Design mem_port_arbiter_flat, sky130hd; sources not shown.
Figure 1. Pin map (run 1).
Pins as bars across the die edge, other pins in gray.
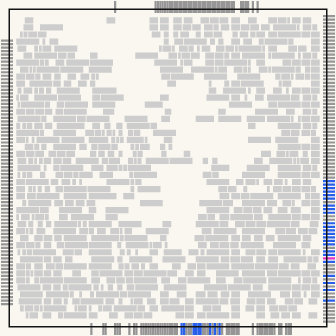
| port | color | pins | direction | edge |
|---|---|---|---|---|
| `bus_dm_wdata_i` | blue | 32 | input | 23 right, 9 bottom |
| `bus_dm_valid_o` | magenta | 1 | output | right |
all pins by edge: 88 right, 76 left, 63 bottom, 41 top
chip width: 122.4 µm
chip height: 122.4 µm

Figure 2. Signal wires by layer (run 1).
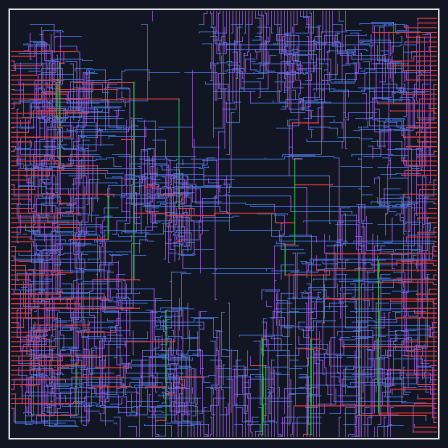
| layer | color | wire length |
|---|---|---|
| metal 4 | green | 409 µm |
| metal 1 | blue | 6880 µm |
| metal 2 | purple | 9300 µm |
| metal 3 | red | 1870 µm |
DRT Wirelength: 18450 µm
total track usage: 0.2458
routed vias: 4964
wire length per cell: 19.67 µm

Figure 3. Logic cells by family (run 1).
The bar under the picture is 20 µm long.
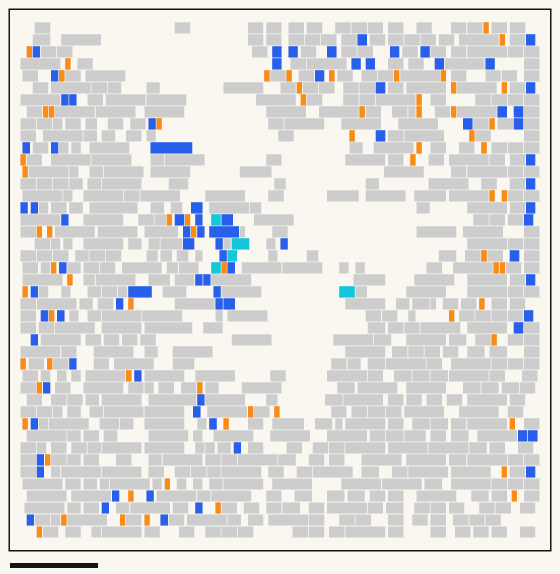
| family | color | cells | where |
|---|---|---|---|
| AND and OR gates | cyan | 5 | middle |
| inverting AOI/OAI gates | blue | 82 | all over the die |
| inverters | orange | 68 | all over the die |
dominant logic cell type in the layout: clkdlybuf4s50_1
Final Non-Filler Cells: 938
Comb area share: 0.2055

==> summary.txt, run 1 <==
Buf/Inv on CP = 1
Met2 routed WL = 9296 µm
CP cell instances = clkdlybuf4s50_1
Switching part of the total = 0.4721
Ys cells = 481
CP Class = reg -> out
DPL Wire Length = 13350 µm
Log Warnings = 28
Gp weighted congestion = 0.8376
Tmin final = 2.117 ns
Clock Sinks = 139
Combinational cell power = 0.00870 W
Total power = 0.01558 W
Commonest cells in the netlist = dfrtp_1, inv_1, o21ai_1
Met2 Usage GRT = 0.4229
Placed insts = 904
Met3 Wirelength = 1866 µm
Critical Path AT = 1.65 ns
Synth area leader = dfrtp_1
Die ar. = 14970 µm²
Top_reg_cell synth = dfrtp_1
Multi-input gates = 238
Clk root buf = clkbuf_16
Num tapcells = 180
Postcts setup bufs = 0
Post-DRT Antenna Nets = 0
Worst path depth = 1
Synth Area in Simple Gates = 0.05465
Comb power frac = 0.558
Clock group = 0.00278 W
PwrDens = 1668 nW/µm²
P_sw = 0.007355 W
Core ar. = 13770 µm²
Slowest CP cell = clkdlybuf4s50_1
Reg area = 3478 µm²
Vias in the first global route = 5275
H-tree Lvls = 4
Slew headroom = 0.3902
Yosys warns = 0
Synth unique cells = 35
Fraction of the mapped netlist area in adder cells = 0.008505
IO Port Bufs = 267
Seq area share = 0.3725
Startpoint types = flop
Ys async rst share = 1.000
Count leader, synth = dfrtp_1
Largest net degree at the start of global routing = 50
P_int = 0.008224 W
Clock network area share = 0.06619
CP Max Fanout = 2
Vias per inst = 5.292
Grt met1 use = 0.2780
# hold bufs at CTS = 1
Top cells excl fill/tap = clkdlybuf4s50_1, dfrtp_1, inv_1
Tcrit/Tclk final = 0.9007
Setup TNS = 0 ns
Cell Area, Synth = 5884 µm²
R2R Setup Slk = 0.31 ns
Final WS setup = 0.2335 ns
Post-DP Area = 8685 µm²
Gr busiest metal = met2
Clkbuf count = 19
EDFF count, synth = 0
Status = finished, final reports clean
Largest class = sequential cells
Antenna violations before repair = 0
AO/OA Area Share = 0.1397
Max incr delay on CP = 0.84 ns
Ant. Diodes = 0
I/O Pins = 268
Max Cap Viol = 0
WL met1 = 6880 µm
Pleak = 4.062 nW
Critical Path End Type = output pin
Slew Viols, Final = 0
Initial DRC count = 295
Clk network pwr share = 0.179
Worst endpoint required time = 1.88 ns
Largest Pwr Group = combinational cells
Final setup fails = 0
Fmax = 0.4725 GHz
Worst hold margin = 0.4663 ns
Main logic family after synthesis = AND-OR/OR-AND gates
First-pass GRT wire length = 27950 µm
Register share after synthesis = 0.5911
Layout cell share with drive strength beyond 1 = 0.08707
Top-area cell share = 0.5911
Yosys chip area = 5884 µm²
Count of state elements after synthesis = 139
Inserted Clock Buffers = 17
--- run 2 (diff from run 1) ---
Settings changed: CAP_MARGIN 10 to 20, MAX_ROUTING_LAYER from default to met4.
Figure 4. Logic cells by family (run 2).
The bar under the picture is 20 µm long.
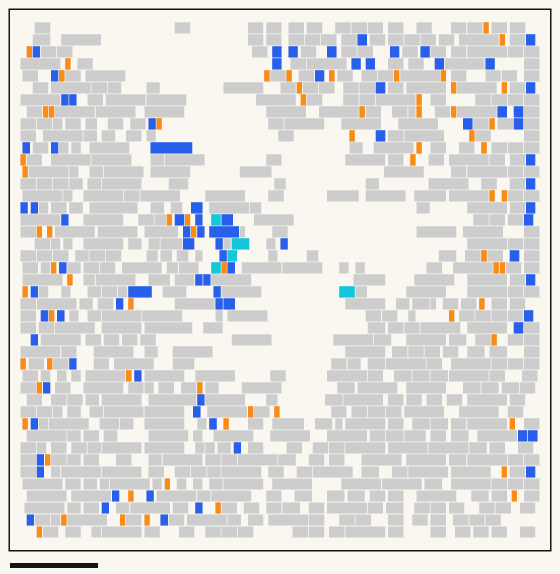
| family | color | cells | where |
|---|---|---|---|
| inverting AOI/OAI gates | blue | 82 | all over the die |
| AND and OR gates | cyan | 5 | middle |
| inverters | orange | 68 | all over the die |

Figure 5. Register map, names as in the netlist (run 2).
Other sequential cells in the stronger gray, the rest of the logic in the fainter gray.
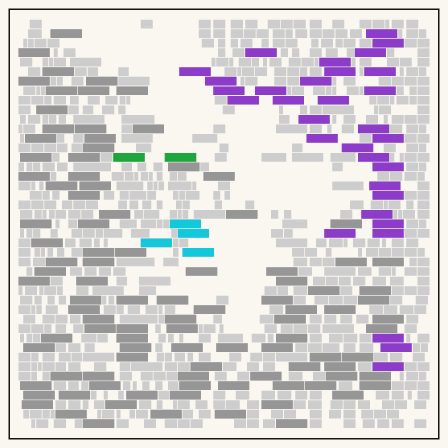
| signal | color | placed flops |
|---|---|---|
| `u_core.bus.mem_addr_o` | purple | 32 |
| `u_core.state` | green | 2 |
| `u_core.busy_cnt` | cyan | 4 |
sequential power: 0.00410 W
Reg area: 3478 µm²
Seq area share: 0.3725
fin util: 0.6780

==> run 2 against run 1 <==
Compared with the run above:
- non-clock buffer count stayed put
- global-route usage is 0.69 points higher
- critical endpoint is now bus_dm_rdata_o[5]
- largest cell class unchanged
- clock power barely moved
- synthesized cell count stayed put
- combinational power is essentially flat
==> summary.txt, run 2 <==
Initial DRC count = 296
Tmin final = 2.119 ns
Wire length per cell = 19.63 µm
Top cells excl fill/tap = clkdlybuf4s50_1, dfrtp_1, inv_1
Met3 Wirelength = 1756 µm
Pleak = 4.062 nW
Log Warnings = 28
P_sw = 0.007355 W
Fmax = 0.4720 GHz
Grt met1 use = 0.2814
Chip height = 122.4 µm
Total track usage = 0.2527
Core ar. = 13770 µm²
Final setup fails = 0
Slowest CP cell = clkdlybuf4s50_1
Gr busiest metal = met2
Worst endpoint required time = 1.88 ns
Initial Util = 0.4272
Status = finished, final reports clean
H-tree Lvls = 4
AO/OA Area Share = 0.1397
Postcts setup bufs = 0
Critical Path AT = 1.65 ns
IO Port Bufs = 267
Startpoint types = flop
Largest Pwr Group = combinational cells
Top_reg_cell synth = dfrtp_1
Synth unique cells = 35
EDFF count, synth = 0
Max Cap Viol = 0
Critical Path End Type = output pin
# hold bufs at CTS = 1
Slew headroom = 0.4063
Worst path depth = 1
Num tapcells = 180
Antenna violations before repair = 0
Die ar. = 14970 µm²
Largest net degree at the start of global routing = 50
Slew Viols, Final = 0
CP Class = reg -> out
Switching part of the total = 0.4721
First-pass GRT wire length = 27870 µm
Layout cell share with drive strength beyond 1 = 0.08707
Buf/Inv on CP = 1
Vias in the first global route = 5297
Total power = 0.01558 W
Tcrit/Tclk final = 0.9016
Top-area cell share = 0.5911
PwrDens = 1668 nW/µm²
Synth area leader = dfrtp_1
Met2 Usage GRT = 0.4257
Inserted Clock Buffers = 17
Yosys warns = 0
Max incr delay on CP = 0.86 ns
Routed vias = 4962
Ys cells = 481
Post-DP Area = 8685 µm²
P_int = 0.008224 W
Post-DRT Antenna Nets = 0
Combinational cell power = 0.00869 W
Clk root buf = clkbuf_16
Dominant logic cell type in the layout = clkdlybuf4s50_1
Cell Area, Synth = 5884 µm²
Fraction of the mapped netlist area in adder cells = 0.008505
Ant. Diodes = 0
Main logic family after synthesis = AND-OR/OR-AND gates
Worst hold margin = 0.4651 ns
CP Max Fanout = 2
Multi-input gates = 238
Final WS setup = 0.2313 ns
I/O Pins = 268
DPL Wire Length = 13350 µm
Clock network area share = 0.06619
Placed insts = 904
Count of state elements after synthesis = 139
Comb area share = 0.2055
Hold Crit Depth = 1
Gp weighted congestion = 0.8506
Figure 6. Clock nets (run 2).
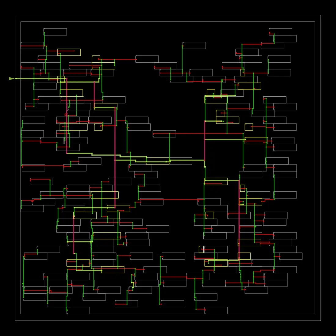
Clock group: 0.00279 W
Post-Route Skew: 0.006913 ns
Clock Sinks: 139
clkbuf count: 19
seq_cells: 139

Power is estimated from default activity; no workload was simulated.
